Design pprt_pipe, sky130hd; sources not shown.
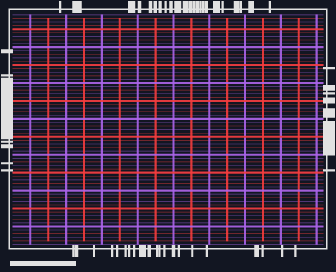
*PDN straps and rails*
Bar = 50 um. Pins as bars on the die edge.
[purple] VSS
[red] VDD
met5 straps: 12
signal pins: 161
rows: 64
met1 rails: 65
met4 straps: 17
die width: 240 um
die height: 180 um

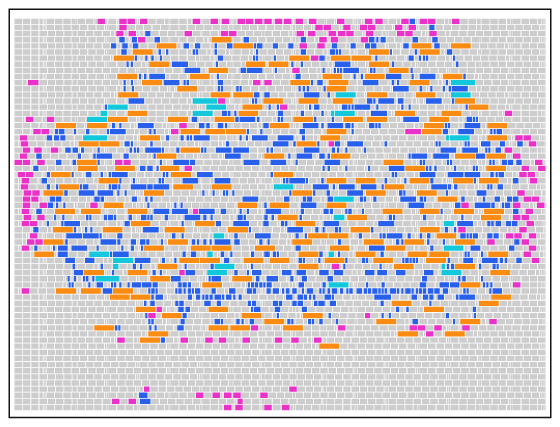
*Cells coloured by class*
Fill, decap, tap and diode cells in grey.
[blue] remaining logic cells | cells: 796 | share of their area: 45%
[magenta] remaining buffers and delay cells | cells: 167 | share of their area: 13%
[orange] registers | cells: 187 | share of their area: 37%
[cyan] clock drivers and dummy loads | cells: 31 | share of their area: 5.0%
FP Rows: 64
final core utilization: 32.5%
Core ar.: 41100 um^2
sequential cell area share: 35.1%

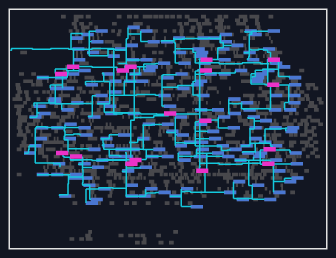
*Clock network drawn from the DEF*
[magenta] clock-net drivers | count: 17
[blue] flip-flops | count: 187
[cyan] clock wires | length: 2890 um
routed clock nets: 18
Clock group: 1.51 mW
Clk pwr share: 18.3%
Final Skew: 0.00752 ns
worst skew pair latency: 0.44 ns

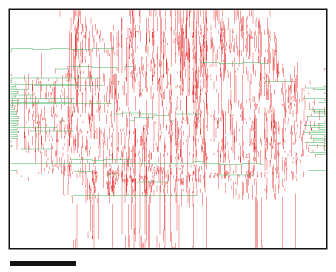
*Signal wires by layer*
Bar = 50 um. Two of the layers only.
[green] M3 | wire length: 1550 um
[red] M2 | wire length: 13200 um
All-Layer GR Usage: 14.3%
detailed-route via count: 7500
wire per inst: 16.3 um
routed wire length: 28400 um

==> changes_impl.md <==
## Flow update

- Status: complete, no violations
- Register share after synthesis: 44.6%
- Port bufs: 160
- CTS Buf Count: 17
- Pwr Density: around 620 nW/um^2
- Crit. End Element: output pin
- Worst path arrival time: approximately 2.5 ns
- Crit-path slowest cell: clkdlybuf4s50_1
- Initial DRT Pass Iterations: 5
- Final GP Congestion: roughly 0.79
- DRT antenna net count: 0
- Mux cell area share: 0.0953%
- Synth Area in Adders: a little over a fifth
- Synthesis Warnings: 0
- Crit path largest cell delay: 0.50 ns
- Synth top cell by count: nand2_1
- CP startpoint kind: input pin
- CP Class: input pin to output pin
- Top cell area share: between 40% and 50%
- Post-CTS Setup Repair Bufs: 0
- H-tree level count: 4
- First-pass GRT wire length: roughly 45000 um
- Tmin final: about 4 ns
- Yosys chip area: approximately 11000 um^2
- Total grt overflow: 0
- Max FFs per register: 128
- Pins Over Slew Limit: 0
- Max-cap violations: 0
- Peak fanout along the critical path: ~63
- Post-synth EDFFs: 0
- Initial antenna violation count: 4
- Floorplan core density: between 20% and 30%
- And+or+nand+nor area frac: roughly a fifth
- RSZ-0062 raised after global routing: false
- Top cells by area: dfrtp_1, fa_1, nand3b_1
- Fin area: around 13000 um^2
- Place WS: just over 0.9 ns
- Slew of the pin with the lowest slew margin: between 0.9 and 1 ns
- Number of global-route vias before repair: about 8000
- IO Pins: ~160
- Post-synth ARST share: 100%
- FF-to-FF path depth: 8
- Mapped Avg Cell Area: slightly above 10 um^2
- Critical Path, Cell by Cell: clkdlybuf4s50_1, nor2b_4, inv_8, buf_4
- Pin count of the biggest net entering global routing: roughly 90
- Xor/xnor share of the synthesized area: 0.667%
- Slew HR: 34.1%
- Die ar.: 43300 um^2
- Commonest flop: dfrtp_1
- Clk slew on worst S/H paths: 0.07 ns
- Hold path depth: 2
- HP Class: flop to flop
- P&R area growth vs syn: 27.0%
- Post-cts resize count: 0
- Mapped Cells: approximately 1000
- FMAX: between 200 and 300 MHz
- Drt via density: between 4 and 5
- Ys cells: 1035
- Pleak: approximately 6 nW
- DRT iter0 DRCs: roughly 550
- Setup ws final: 0.951 ns
- Share of layout cells above drive strength 1: around 3.7%
- Post-route DRC: 0
- Largest logic family: adder cells
- # clock sinks: between 150 and 200
- Final Hold Fails: 0
- CTS tree: done
- Yosys reg bits: between 150 and 200
- Placed inst area: approximately 13000 um^2
- Final setup TNS: 0 ns
- Setup violators final: 0
- Top cells by count: nand2_1, dfrtp_1, nand3b_1
- CTS Hold Buffers Added: 0
- Tool warnings: 28
- Syn nets: approximately 1300
- Post-synth cell types: approximately 42
- VDD IR max: between 0.0003 and 0.0004 V
- Root buf cell: clkbuf_16
- Mapped cell area: approximately 11000 um^2
- Synth Area in Compound Gates: 8.03%
- Flop2flop setup slack: 1.09 ns
- Cell taking the most area after synthesis: dfrtp_1
- Nets: about 1400
- HPWL Detailed: around 21000 um
- Final period util: between 80% and 90%
- Bufs on Longest Clock Path: 2
- WP data required: 3.46 ns
==> cell usage in the layout (no fill, tap or decap), types with 4 or more instances in the layout <==
master / count
a21oi_1: 49
nand3b_1: 128
nand2_1: 207
xor2_1: 4
bufinv_16: 4
o21a_1: 4
and3_1: 4
clkbuf_8: 4
diode_2: 4
nor3_1: 4
dfrtp_1: 187
or3_1: 4
nor2_1: 51
clkbuf_16: 17
inv_1: 109
a211oi_1: 8
clkdlybuf4s50_1: 158
a21o_1: 6
xnor2_1: 4
o21ai_0: 59
fa_1: 93
ha_1: 28
buf_4: 7
==> worst max-delay path, delay by kind of cell <==
family | cells | cell delay [ns]
buffers and inverters | 3 | 0.96
AND/OR/NAND/NOR | 1 | 0.07
==> final cells by class <==
cell class                      count  area, um^2
Tap cell                          561         702
Inverter                          110         420
Sequential cell                   187        4680
Clock buffer                       20         467
Clock inverter                     11         166
Fill cell                        4246       27700
Timing Repair Buffer              167        1670
Multi-Input combinational cell    686        5220
Antenna cell                        4        10.0
==> stage by stage <==
stage	cells	total power [mW]	hold slack [ns]
after floorplan	1035	5.53	0.430
after global placement	1711	6.83	0.445
after detailed placement	1711	6.92	0.453
after CTS	1742	8.49	0.468
after global routing	1745	9.23	0.501
final	1746	8.25	0.464
==> where the power goes <==
group,internal [mW],switching (mW),total (mW)
clock network,0.883,0.628,1.51
registers,1.98,0.229,2.21
logic,1.95,2.59,4.53
==> metal layers <==
layer | wire length (um) | track usage [%] | up-vias
li1 | - | - | 3607
met1 | 13400 | 19.3 | 3757
met2 | 13200 | 21.7 | 120
met3 | 1550 | 3.94 | 16
met4 | 218 | 2.58 | 0
met5 | 0 | - | -
Power and IR drop assume default switching activity.
